File: config.mk
export PLATFORM = sky130hd
export DESIGN_NAME = action_uart_tx
export DESIGN_NICKNAME = d
export VERILOG_FILES = /design/src/rtl/action_uart_tx.sv
export SDC_FILE = /design/constraint.sdc
export NUM_CORES = 1
export LEC_CHECK = 0
export CAP_MARGIN = 20
export CELL_PAD_IN_SITES_DETAIL_PLACEMENT = 2
export CELL_PAD_IN_SITES_GLOBAL_PLACEMENT = 2
export CORE_MARGIN = 10
export CORE_UTILIZATION = 42
export CTS_BUF_LIST = sky130_fd_sc_hd__clkbuf_4
export DETAILED_ROUTE_END_ITERATION = 10
export PLACE_DENSITY = 0.85
export SYNTH_ARGS = -nofsm -noshare
export SYNTH_HDL_FRONTEND = slang
export SYNTH_SLANG_ARGS = --single-unit
File: constraint.sdc
create_clock -name clk -period 3.7 [get_ports clk]
set_clock_uncertainty 0.2 [all_clocks]
set_input_delay 0.74 -clock clk [delete_from_list [all_inputs] [get_ports clk]]
set_output_delay 0.74 -clock clk [all_outputs]
set_load 0.1 [all_outputs]
File: src/rtl/action_uart_tx.sv
// action_uart_tx: one-hot cart action to ASCII digit UART 8N1 transmitter with optional LF frame
module action_uart_tx #(
  parameter int CLKS_PER_BIT = 5208,
  parameter bit SEND_NEWLINE = 1'b0
) (
  input  logic       clk,
  input  logic       rst,
  input  logic [3:0] action,
  input  logic       action_valid,
  output logic       ready,
  output logic       tx,
  output logic       done,
  output logic       reject
);
  localparam int CW = (CLKS_PER_BIT > 1) ? $clog2(CLKS_PER_BIT) : 1;
  typedef enum logic [2:0] {IDLE, START, DATA, STOP, LF_START, LF_DATA, LF_STOP} state_t;
  state_t st, st_n;
  logic [CW-1:0] cnt, cnt_n;
  logic [2:0] bit_i, bit_n;
  logic [7:0] sh, sh_n, code;
  logic tx_n, done_n, reject_n, tick;
  // action decode; zero marks an unmapped code
  always_comb code = action == 4'b0001 ? 8'h31 :
                     action == 4'b0100 ? 8'h32 :
                     action == 4'b1000 ? 8'h33 :
                     action == 4'b0010 ? 8'h34 : 8'h00;
  assign tick = cnt == CW'(CLKS_PER_BIT - 1);
  assign ready = st == IDLE;
  // next state, counters, shifter and the registered tx level derived from the next state
  always_comb begin
    st_n = st;
    cnt_n = (st == IDLE || tick) ? '0 : cnt + CW'(1);
    bit_n = bit_i;
    sh_n = sh;
    done_n = 1'b0;
    reject_n = 1'b0;
    case (st)
      IDLE: if (action_valid) begin
        if (code != 8'h00) begin
          st_n = START;
          sh_n = code;
        end else reject_n = 1'b1;
      end
      START, LF_START: if (tick) begin
        st_n = st == START ? DATA : LF_DATA;
        bit_n = 3'd0;
      end
      DATA, LF_DATA: if (tick) begin
        sh_n = sh >> 1;
        bit_n = bit_i + 3'd1;
        st_n = bit_i != 3'd7 ? st : st == DATA ? STOP : LF_STOP;
      end
      STOP: if (tick) begin
        st_n = SEND_NEWLINE ? LF_START : IDLE;
        sh_n = SEND_NEWLINE ? 8'h0A : sh;
        done_n = !SEND_NEWLINE;
      end
      LF_STOP: if (tick) begin
        st_n = IDLE;
        done_n = 1'b1;
      end
      default: st_n = IDLE;
    endcase
    tx_n = (st_n == START || st_n == LF_START) ? 1'b0 :
           (st_n == DATA || st_n == LF_DATA) ? sh_n[0] : 1'b1;
  end
  // state and output registers; reset aborts any frame and idles the line high
  always_ff @(posedge clk or posedge rst) begin
    if (rst) begin
      st <= IDLE;
      cnt <= '0;
      bit_i <= 3'd0;
      sh <= 8'h00;
      tx <= 1'b1;
      done <= 1'b0;
      reject <= 1'b0;
    end else begin
      st <= st_n;
      cnt <= cnt_n;
      bit_i <= bit_n;
      sh <= sh_n;
      tx <= tx_n;
      done <= done_n;
      reject <= reject_n;
    end
  end
endmodule
Run 1, where the registers sit:
The bar under the picture is 20 um long. Other sequential cells in the stronger grey, the rest of the logic in the fainter grey.
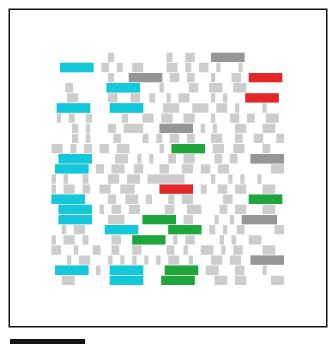
[green] sh | flops: 7
[red] st | flops: 3
[cyan] cnt | flops: 13
not coloured: 6
sequential cell power: 0.317 mW
utilization of the core after routing: 48.4%
register fraction of the total cell area: 37.3%
register area: 727 um2

Run 1, cell sizes after repair:
The bar under the picture is 20 um long.
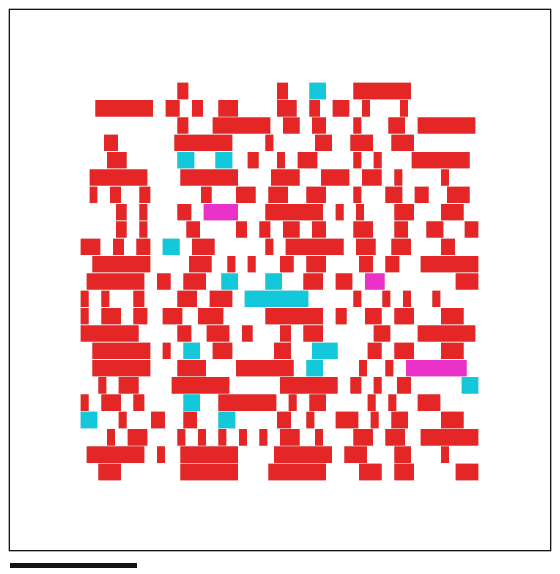
[cyan] drive 3 to 4 | cells: 14 | share: 7.0%
[red] drive 1 or less | cells: 182 | share: 91%
[magenta] drive 2 | cells: 3 | share: 1.5%

Run 1, placed cells, one colour a class:
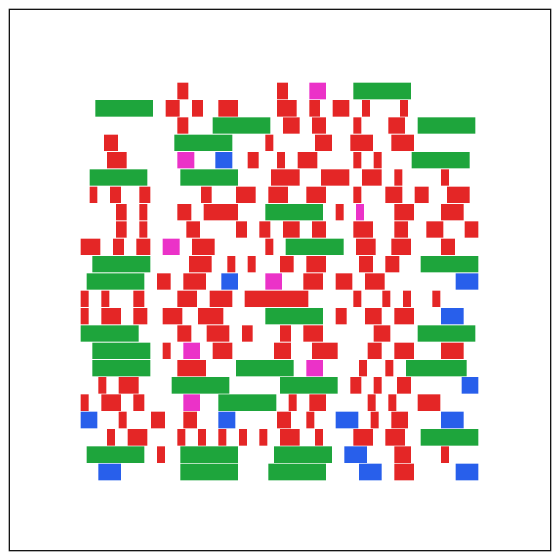
[red] all other logic | cells: 149
[green] flops | cells: 29
[magenta] clock drivers and dummy loads | cells: 8
[blue] other buffers and delay cells | cells: 13

==> flow_metrics.tcl, run 1 <==
# collected from the flow reports
set metrics [dict create \
    fin_crit_ns 2.94 \
    use_met3_pct 3.29 \
    hold_path_startpoint "cnt[0]" \
    clkPwrFrac_pct 37.0 \
    via_per_inst 6.14 \
    timing.critical_path.to_type "primary output" \
    ctsLongestPathBuffers 2 \
    clock.latency.late_pin_ns 0.34 \
    grt_util_met2_pct 26.1 \
    route.final.wire_length_um 4970 \
    wl_met3_um 112 \
    core-area_um2 4030 \
    fin_tns_setup_ns 0 \
    maxUsedRoutingLayer "met4" \
    die_w_um 84.8 \
    yosys_area_um2 1760 \
    syn_area_um2 1760 \
    worstMarginPinSlew_ns 0.971 \
    grt_setup_unrepaired "no" \
    p_switching_mw 0.131 \
    tritoncts.num_buffers 5 \
    cts_hold_buf 0 \
    internal_mw 0.415 \
    regToRegEndpoint "sh[1]" \
    globalRoute.totalOverflow 0 \
    cp-start-kind "register" \
    syn-instance-count 189 \
    final_net_count 208 \
    hpwlAfterDp_um 3600 \
    report.final.hold_viol_count 0 \
    final_area_um2 1950 \
    drt-wirelength-per-cell_um 19.9 \
    biggest_area_contributors_in_the_synthesized_netlist "dfrtp_1, nor2_1, xor2_1, o21ai_0, inv_1" \
    hold_crit_class "reg2reg" \
    max-vdd-ir-drop_uv 152 \
    setup_ws_ns 0.762 \
    required_ns 2.76 \
    use_met1_pct 16.7 \
    via_count 1529 \
    outcome "completed" \
    clock_sinks 29 \
    pwr-share-seq_pct 58.1 \
    layout_cell_share_with_drive_strength_beyond_1_pct 8.54 \
    post-route-period-util_pct 79.4 \
    place_ws_ns 0.925 \
    post_synth_num_cell_types 52 \
    switching_part_of_the_total_pct 23.9 \
    final-setup-viol-count 0 \
    cap_viol_max_count 0 \
    post-route-drc-count 0 \
    grt.total_usage_pct 14.7 \
    routed-wl-met2_um 2620 \
    finalWeightedCongestion 0.775 \
    diodes 0 \
    power-per-cell-area_nw_per_um2 280 \
    synth.top_cell.area_share_pct 39.7 \
    hold-path-cell-count 1 \
    placed_area_um2 1890 \
    design.portCount 11 \
    syn_area_per_cell_um2 9.33 \
    clk_pin_slew_worst_paths_ns 0.09 \
    ys_seq_share_pct 41.2 \
    comb_power_share_pct 4.9 \
    synth-edff-count 0 \
    rows 23 \
    timing.max_slew.rel_slack_pct 35.1 \
    first_global_vias 1692 \
    cellLeakagePower_nw 0.816 \
    depth_of_the_worst_register_to_register_path 5 \
    slew_viol_final 0 \
    ctsHtreeMaxLevel 2 \
    regToRegStartpoint "cnt[0]" \
    grt_pass1_wl_um 8750 \
    critical_path_arrival_ns 2.00 \
    post_route_antenna_net_violation_count 0 \
    fp-utilization_pct 43.8 \
    firstDrtPassIters 4 \
    grt_max_degree 30 \
    synth-async-reset-ratio_pct 100 \
    holdPathEnd "cnt[0]" \
    fillers 452 \
    warnings 26 \
    postCtsResizedCells 0 \
    clock_tree.root_cell "clkbuf_4" \
    yosysCellCount 189 \
    cts_setup_buffers 0 \
    syn2layout_area_growth_pct 10.6 \
    synth_flop_count 29 \
    floorplan.nets 199 \
    reg.largest.list "cnt x13, sh x7" \
    largest_reg_flops 13 \
    most_heavily_used_metal_layer_in_global_routing "met2" \
    number_of_drc_markers_after_the_initial_detailed_route_iteration 67 \
    worst-r2r-setup-slack_ns 1.34 \
    yosysWarningCount 0 \
    met1Wirelength_um 2170 \
    max_freq_mhz 340 \
    setup.worst_path.class "reg2out" \
    clock_tree_from_tritoncts "yes" \
    holdWs_ns 0.299 \
    worstPathMaxFanout 14 \
    top_area_cell "dfrtp_1" \
    full_die_area_um2 7190 \
    antenna_violations_before_repair 0 \
    regMostFlops "cnt" \
    ys_dominant_reg_cell "dfrtp_1" \
    port-buffer-count 10 \
    vertical_die_size_um 84.8 \
]
[run 1: worst max-delay path by stage]
stage,start,slack [ns],endpoint,depth (start not counted)
after floorplan,st[0],1.16,ready,4
after global placement,action_valid,0.98,sh[6],4
after detailed placement,action_valid,0.92,sh[1],4
after CTS,st[0],0.75,ready,4
after global routing,st[0],0.65,ready,4
final,st[0],0.76,ready,4
[run 1: critical path, stage by stage, from the launching register on]
cell,delay (ns)
dfrtp_1,0.55
nor2_1,0.49
nand2_1,0.21
inv_1,0.11
buf_4,0.29
[run 1: synth_stat cells (all sizes together) (2+ instances only)]
| master | count |
|---|---|
| o221ai | 2 |
| ha | 3 |
| or4b | 2 |
| and4b | 2 |
| buf | 5 |
| xnor2 | 5 |
| clkbuf | 6 |
| inv | 12 |
| nor3b | 2 |
| nor4bb | 2 |
| a221oi | 2 |
| mux2i | 2 |
| a22oi | 3 |
| xor2 | 7 |
| nand4 | 7 |
| nor2 | 21 |
| o211ai | 2 |
| and4 | 3 |
| a41o | 2 |
| o31ai | 3 |
| o2111ai | 3 |
| or3 | 5 |
| dfrtp | 28 |
| a21oi | 4 |
| nand3 | 6 |
| a41oi | 3 |
| and3 | 4 |
| and2 | 2 |
| o21ai | 9 |
| nand2 | 12 |
[run 1: power groups by stage]
| stage | clock network [mW] | registers [mW] | logic, mW |
|---|---|---|---|
| 2_1_floorplan | 0 | 0.323 | 0.0150 |
| 3_3_place_gp | 0 | 0.323 | 0.0259 |
| 3_5_place_dp | 0 | 0.323 | 0.0276 |
| 4_1_cts | 0.209 | 0.317 | 0.0278 |
| 5_1_grt | 0.230 | 0.317 | 0.0303 |
| 6_report | 0.202 | 0.317 | 0.0270 |
[run 1: cells in the final DEF, fill, tap and decap left out, drive strengths merged, types with 2 or more instances in the layout]
cell type      count
o2111ai            3
nor4bb             2
buf                5
and3               4
clkdlybuf4s50      8
nand4              7
nand3              6
nor2              21
o221ai             2
a221oi             2
a41oi              3
and4b              2
or3                5
nor3b              2
or4b               2
a22oi              3
nand2             12
dfrtp             28
and4               3
inv               12
mux2i              2
a41o               2
o31ai              3
clkbuf             7
o211ai             2
xnor2              5
and2               2
o21ai              9
a21oi              4
ha                 3
xor2               7
[run 1: cell families after synthesis]
| kind of cell | Yosys count | share of synthesized area (%) |
|---|---|---|
| AND/OR/NAND/NOR | 78 | 25.9 |
| AND-OR/OR-AND | 41 | 17.7 |
| flip-flops | 29 | 41.2 |
| buffers and inverters | 23 | 5.32 |
| XOR/XNOR | 12 | 5.96 |
| adder cells (fa/ha/maj) | 4 | 2.70 |
| multiplexers | 2 | 1.14 |
[run 1: layout make-up]
class	count	area [um2]	share of cell area, %
Multi-Input combinational cell	137	942	48.3
Sequential cell	29	727	37.3
Timing Repair Buffer	13	118	6.03
Tap cell	50	62.6	3.21
Clock buffer	7	52.6	2.69
Inverter	12	45.0	2.31
Clock inverter	1	3.75	0.192
[run 1: stage by stage]
step / util [%] / std cells / power, mW
after global placement: 47.0 / 241 / 0.349
after global routing: 48.4 / 249 / 0.577
after CTS: 48.4 / 249 / 0.554
after detailed placement: 47.0 / 241 / 0.351
final: 48.4 / 249 / 0.546
after floorplan: - / 189 / 0.338
Run 1, clock network drawn from the DEF:
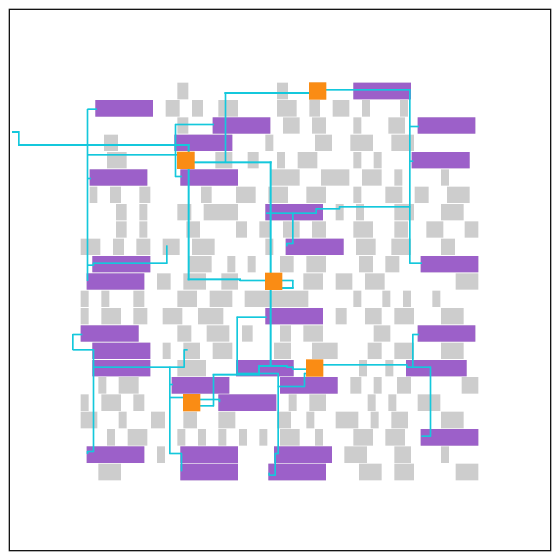

==> run 2, diff against run 1 <==
- CORE_UTILIZATION: 42 -> 35
- PLACE_DENSITY: 0.85 -> 0.76
- clock period: 3.7 -> 2.4 ns (I/O delays scaled with it)
Run 2, clock network drawn from the DEF:
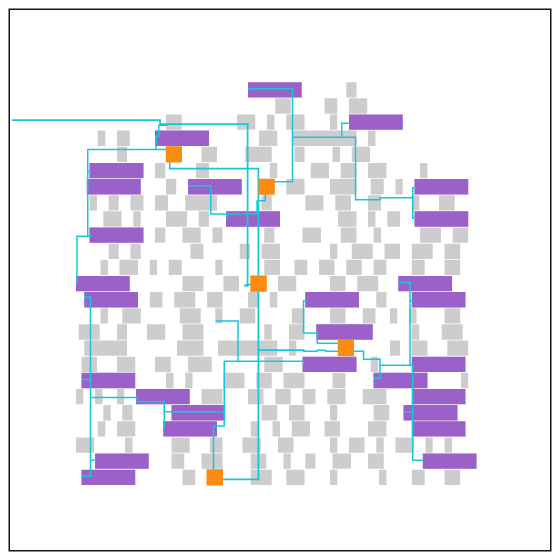
[orange] cells driving clock nets | count: 5
[purple] flip-flops | count: 29
[cyan] clock wires | length: 471 um
routed clock nets: 6
relative contribution of the clock network to total power: 43.1%
Clk. pwr: 0.407 mW
clock latency at the later pin of the worst-skew pair: 0.34 ns

==> flow_metrics.tcl, run 2 <==
# collected from the flow reports
set metrics [dict create \
    post-route-drc-count 0 \
    slowest_delay_ns 0.53 \
    post-route-period-util_pct 94.8 \
    critical_path.slowest_cell "or4b_1" \
    cts_hold_buf 0 \
    hpwlAfterDp_um 4000 \
    final_net_count 222 \
    tritoncts.num_buffers 5 \
    setup_ws_ns 0.126 \
    synth-edff-count 0 \
    slew_viol_final 0 \
    drt-wirelength-per-cell_um 19.1 \
    design.portCount 11 \
    fin_crit_ns 2.27 \
    floorplan.nets 199 \
    first_global_vias 1810 \
    rows 25 \
    max_freq_mhz 440 \
    reg.largest.list "cnt x13, sh x7" \
    grt.total_usage_pct 13.5 \
    synth-async-reset-ratio_pct 100 \
    regMostFlops "cnt" \
    route.final.wire_length_um 5340 \
    full_die_area_um2 8280 \
    die_w_um 91.0 \
    path_cells "clkdlybuf4s50_1 > or4b_1 > buf_4 > nor4_1 > a31oi_1 > a32oi_1" \
    ctsHtreeMaxLevel 2 \
    antenna_violations_before_repair 0 \
    yosysCellCount 189 \
    comb_power_share_pct 5.0 \
    worstPathMaxFanout 4 \
    final-instance-count-excl-fill 280 \
    post_route_antenna_net_violation_count 0 \
    fin_tns_setup_ns 0 \
    via_per_inst 5.74 \
    clock_tree.root_cell "clkbuf_4" \
    syn_area_um2 1760 \
    pwr-share-seq_pct 51.9 \
    outcome "completed" \
    switching_part_of_the_total_pct 23.0 \
    placed_area_um2 2010 \
    yosys.cell_count.top_type "dfrtp_1" \
    finalWeightedCongestion 0.827 \
    grt_max_degree 30 \
    regToRegStartpoint "st[2]" \
    yosys_area_um2 1760 \
    setup.worst_path.class "in2reg" \
    yosysWarningCount 0 \
    hold_crit_class "reg2reg" \
    synth_flop_count 29 \
    diodes 0 \
    critical_path_arrival_ns 2.32 \
    layout.cells.most_common_list "dfrtp_1, nor2_1, buf_4" \
    cp-start-kind "input pin" \
    clock_sinks 29 \
    cellLeakagePower_nw 0.897 \
    utilization_of_the_core_after_routing_pct 43.8 \
    ys_dominant_reg_cell "dfrtp_1" \
    depth_of_the_worst_register_to_register_path 5 \
    warnings 26 \
    max-vdd-ir-drop_uv 255 \
    ctsLongestPathBuffers 2 \
    critPathCapture "tx" \
    power-per-cell-area_nw_per_um2 447 \
    timing.max_slew.rel_slack_pct 55.5 \
    holdWs_ns 0.291 \
    top_area_cell "dfrtp_1" \
    p_switching_mw 0.217 \
    required_ns 2.45 \
    synth.top_cells.by_count "dfrtp_1, nor2_1, inv_1, nand2_1, o21ai_0" \
    timing.critical_path.to_type "register" \
    biggest_area_contributors_in_the_synthesized_netlist "dfrtp_1, nor2_1, xor2_1, o21ai_0, inv_1" \
    place_ws_ns -0.151 \
    worst-r2r-setup-slack_ns 0.22 \
    worstMarginPinSlew_ns 0.667 \
    largest_reg_flops 13 \
    grt_pass1_wl_um 9160 \
    critical_path.startpoint "action_valid" \
    cap_viol_max_count 0 \
    layout_cell_share_with_drive_strength_beyond_1_pct 16.0 \
    regToRegEndpoint "tx" \
    ys_seq_share_pct 41.2 \
    placedCellCount 270 \
    post_synth_num_cell_types 52 \
    report.final.hold_viol_count 0 \
    clk_pin_slew_worst_paths_ns 0.11 \
    tot_pwr_mw 0.943 \
    fp-utilization_pct 36.6 \
    globalRoute.totalOverflow 0 \
    firstDrtPassIters 4 \
    final-setup-viol-count 0 \
    syn_area_per_cell_um2 9.33 \
    grt_setup_unrepaired "no" \
    synth.top_cell.area_share_pct 39.7 \
    syn-instance-count 189 \
    number_of_drc_markers_after_the_initial_detailed_route_iteration 82 \
    clock_tree_from_tritoncts "yes" \
    syn2layout_area_growth_pct 19.7 \
    layout.cells.most_common "dfrtp_1" \
    internal_mw 0.726 \
    port-buffer-count 10 \
    vertical_die_size_um 91.0 \
    via_count 1608 \
]
Run 2, placed cells, one colour a class:
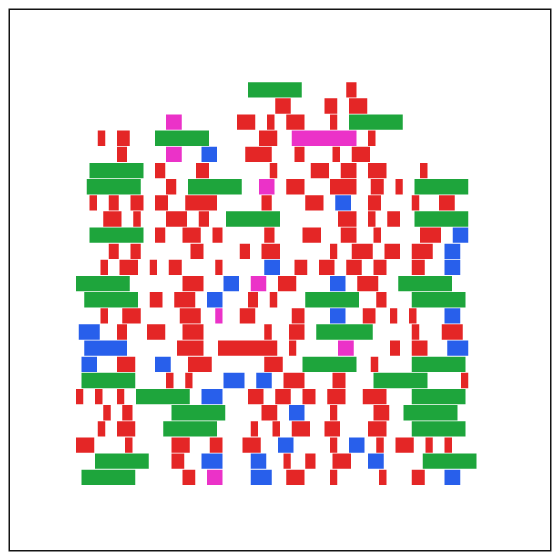
total non-filler cell area in the finished layout: 2110 um2
area of the core region: 4820 um2

run 2: kinds of logic after synthesis:
| logic type | synth area share [%] |
|---|---|
| mux | 1.14 |
| xor+xnor | 5.96 |
| simple gates | 25.9 |
| buf+inv | 5.32 |
| fa+ha+maj | 2.70 |
| flops | 41.2 |
| compound gates | 17.7 |
run 2: worst max-delay path, delay by kind of cell:
family / cells / cell delay (ns)
AOI/OAI and AO/OA: 2 / 0.40
and+or+nand+nor: 2 / 0.79
buffers and inverters: 2 / 0.64
run 2: worst min-delay path by stage:
stage           start     end  slack, ns  cells after the start
2_1_floorplan  cnt[0]  cnt[0]       0.22                      1
4_1_cts        cnt[0]  cnt[0]       0.29                      1
3_3_place_gp   cnt[0]  cnt[0]       0.25                      1
3_5_place_dp   cnt[0]  cnt[0]       0.28                      1
5_1_grt        cnt[0]  cnt[0]       0.31                      1
6_report       cnt[0]  cnt[0]       0.29                      1
run 2: power by group through the flow:
stage	Clock [mW]	Sequential, mW	Combinational, mW
6_report	0.407	0.489	0.0473
5_1_grt	0.451	0.489	0.0533
4_1_cts	0.425	0.489	0.0482
3_5_place_dp	0	0.499	0.0480
3_3_place_gp	0	0.499	0.0461
2_1_floorplan	0	0.499	0.0231
run 2: routing by layer:
layer,track usage [%],up-vias,share of wire [%]
li1,-,750,-
met1,15.2,822,43
met2,23.9,23,53
met3,3.29,13,2.1
met4,5.35,0,2.0
met5,0,-,0
run 2: what timing repair did:
action                     in CTS  in global routing
setup endpoints to repair       1                  1
buffers inserted                0                  2
resized                         1                  0
run 2: cell type report:
type,instances,area [um2]
clock buffer,5,37.5
timing repair buffer,27,230
fill,561,2710
tap,67,83.8
sequential,29,727
inverter,12,48.8
multi-input combinational,137,942
clock inverter,3,41.3
Run 2, cell sizes after repair:
The bar under the picture is 20 um long.
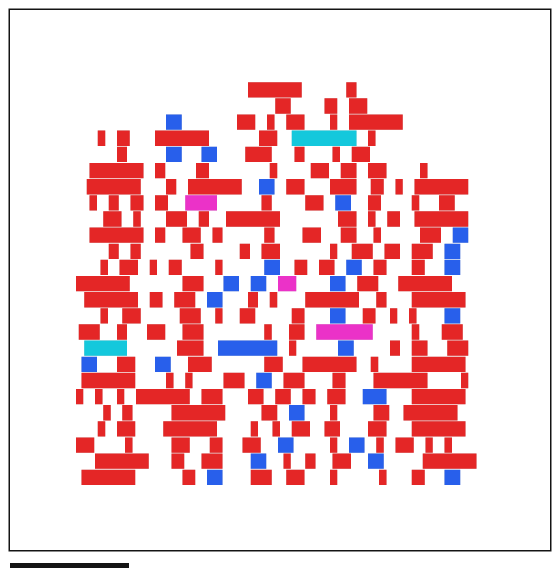

==> run 3, diff against run 2 <==
- PLACE_DENSITY: 0.76 -> unset
- PLACE_DENSITY_LB_ADDON: unset -> 0.1
Run 3, cell sizes after repair:
The bar under the picture is 20 um long.
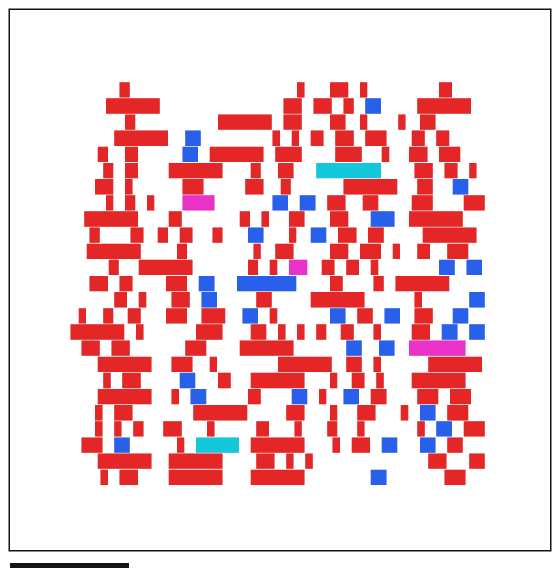
[cyan] drive 6 and up | cells: 2 | share: 0.92%
[blue] drive 3 to 4 | cells: 33 | share: 15%
[magenta] drive 2 | cells: 3 | share: 1.4%
[red] drive 1 or less | cells: 180 | share: 83%

Run 3, placed cells, one colour a class:
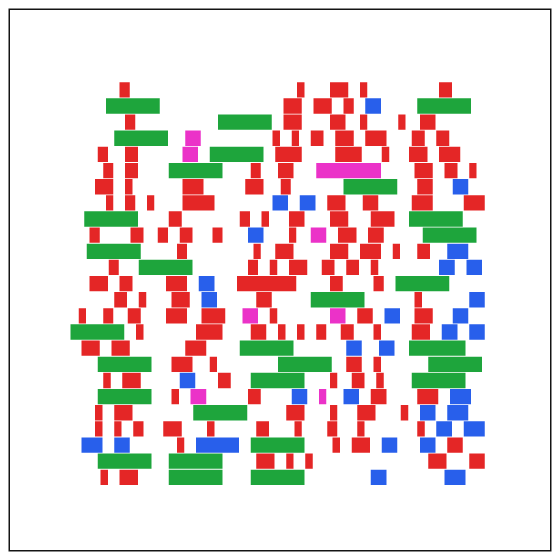
[red] all other logic | cells: 149
[blue] other buffers and delay cells | cells: 32
[green] flops | cells: 29
[magenta] clock drivers and dummy loads | cells: 8
site row count: 25
utilization of the core after routing: 44.5%

==> flow_metrics.tcl, run 3 <==
# collected from the flow reports
set metrics [dict create \
    outcome "completed" \
    post-route-period-util_pct 92.1 \
    grt_pass1_wl_um 9070 \
    switching_part_of_the_total_pct 21.7 \
    synth-async-reset-ratio_pct 100 \
    cap_viol_max_count 0 \
    setup.worst_path.class "reg2reg" \
    top_area_cell "dfrtp_1" \
    globalRoute.totalOverflow 0 \
    diodes 0 \
    via_per_inst 5.60 \
    yosys.cell_count.top_type "dfrtp_1" \
    via_count 1596 \
    layout.cells.most_common "dfrtp_1" \
    regMostFlops "cnt" \
    number_of_drc_markers_after_the_initial_detailed_route_iteration 79 \
    post_route_antenna_net_violation_count 0 \
    ctsHtreeMaxLevel 2 \
    first_global_vias 1778 \
    syn_area_per_cell_um2 9.33 \
    core-area_um2 4820 \
    design.portCount 11 \
    power-per-cell-area_nw_per_um2 442 \
    largest_reg_flops 13 \
    postCtsResizedCells 0 \
    ys_seq_share_pct 41.2 \
    port-buffer-count 10 \
    warnings 26 \
    report.final.hold_viol_count 0 \
    worst-r2r-setup-slack_ns 0.19 \
    cts_hold_buf 0 \
    tot_pwr_mw 0.947 \
    worstPathMaxFanout 11 \
    grt_max_degree 30 \
    syn_area_um2 1760 \
    comb_power_share_pct 5.4 \
    layout.cells.most_common_list "dfrtp_1, buf_4, nor2_1" \
    syn-instance-count 189 \
    yosysWarningCount 0 \
    critical_path_arrival_ns 2.22 \
    reg.largest.list "cnt x13, sh x7" \
    fin_crit_ns 2.21 \
    clock_sinks 29 \
    grt_setup_unrepaired "no" \
    max_freq_mhz 453 \
    floorplan.nets 199 \
    timing.max_slew.rel_slack_pct 61.4 \
    yosys_area_um2 1760 \
    final-setup-viol-count 0 \
    cts_setup_buffers 0 \
    full_die_area_um2 8280 \
    drt-wirelength-per-cell_um 18.3 \
    ctsLongestPathBuffers 2 \
    grt.total_usage_pct 13.3 \
    pwr-share-seq_pct 51.6 \
    clk_pin_slew_worst_paths_ns 0.09 \
    synth.top_cells.by_count "dfrtp_1, nor2_1, inv_1, nand2_1, o21ai_0" \
    synth_flop_count 29 \
    biggest_area_contributors_in_the_synthesized_netlist "dfrtp_1, nor2_1, xor2_1, o21ai_0, inv_1" \
    synth.top_cell.area_share_pct 39.7 \
    clock_tree_from_tritoncts "yes" \
    critical_path.top_delay_family "simple AND/OR/NAND/NOR gates" \
    cp-start-kind "register" \
    tritoncts.num_buffers 5 \
    route.final.wire_length_um 5210 \
    antenna_violations_before_repair 0 \
    fin_tns_setup_ns 0 \
    p_switching_mw 0.206 \
    hold_crit_class "reg2reg" \
    internal_mw 0.741 \
    slowest_delay_ns 0.39 \
    yosysCellCount 189 \
    clock.latency.late_pin_ns 0.33 \
    firstDrtPassIters 4 \
    syn2layout_area_growth_pct 21.6 \
    cellLeakagePower_nw 0.925 \
    cp.buffers_inverters 2 \
    fp-utilization_pct 36.6 \
    required_ns 2.41 \
    die_w_um 91.0 \
    timing.critical_path.to_type "register" \
]
## run 3: cells by family after synthesis
logic type | share of synthesized area (%)
fa+ha+maj | 2.70
compound gates | 17.7
xor+xnor | 5.96
mux | 1.14
simple gates | 25.9
buf+inv | 5.32
flops | 41.2
## run 3: power by group through the flow
stage | Sequential [mW] | Clock (mW) | Combinational [mW]
after floorplan | 0.499 | 0 | 0.0231
after global placement | 0.499 | 0 | 0.0501
after detailed placement | 0.499 | 0 | 0.0527
after CTS | 0.489 | 0.418 | 0.0532
after global routing | 0.489 | 0.439 | 0.0580
final | 0.489 | 0.407 | 0.0513
## run 3: final timing paths
| check | startpoint | end | cells after the start |
|---|---|---|---|
| worst min register to register | cnt[0] | cnt[0] | 1 |
| max in group asynchronous | rst | tx | 3 |
| min in group asynchronous | rst | cnt[3] | 3 |
| worst max-delay path | cnt[0] | cnt[4] | 7 |
| worst min-delay path | cnt[0] | cnt[0] | 1 |
| worst max register to register | cnt[0] | cnt[4] | 7 |
## run 3: per-layer routing
layer  global-route usage, %  vias up  share of wire, %
li1                        -      757                 -
met5                       0        -                 0
met2                    23.3       23                51
met1                    15.9      810                45
met4                    5.09        0               1.3
met3                    2.22        6               2.6
## run 3: through the flow
step / std cells / worst slack, ns / utilization, % / cell area, um2
2_1_floorplan: 189 / 0.123 / - / 1760
3_3_place_gp: 277 / -0.0243 / 42.9 / 2070
3_5_place_dp: 277 / -0.0650 / 42.9 / 2070
4_1_cts: 285 / 0.130 / 44.5 / 2140
5_1_grt: 285 / 0.00510 / 44.5 / 2140
6_report: 285 / 0.190 / 44.5 / 2140
## run 3: worst reg2reg max path, stage by stage (launching register included)
cell	delay, ns
dfrtp_1	0.39
ha_1	0.19
buf_4	0.15
nor4bb_1	0.32
buf_4	0.24
nand3_1	0.14
nand2_1	0.37
nor2_1	0.10
## run 3: layout make-up
class	instances	area [um2]
Clock inverter	2	33.8
Clock buffer	6	45.0
Tap cell	67	83.8
Fill cell	576	2670
Inverter	12	45.0
Multi-Input combinational cell	137	942
Timing Repair Buffer	32	268
Sequential cell	29	727
No activity file was given, so power comes from the tool's default toggle rates.
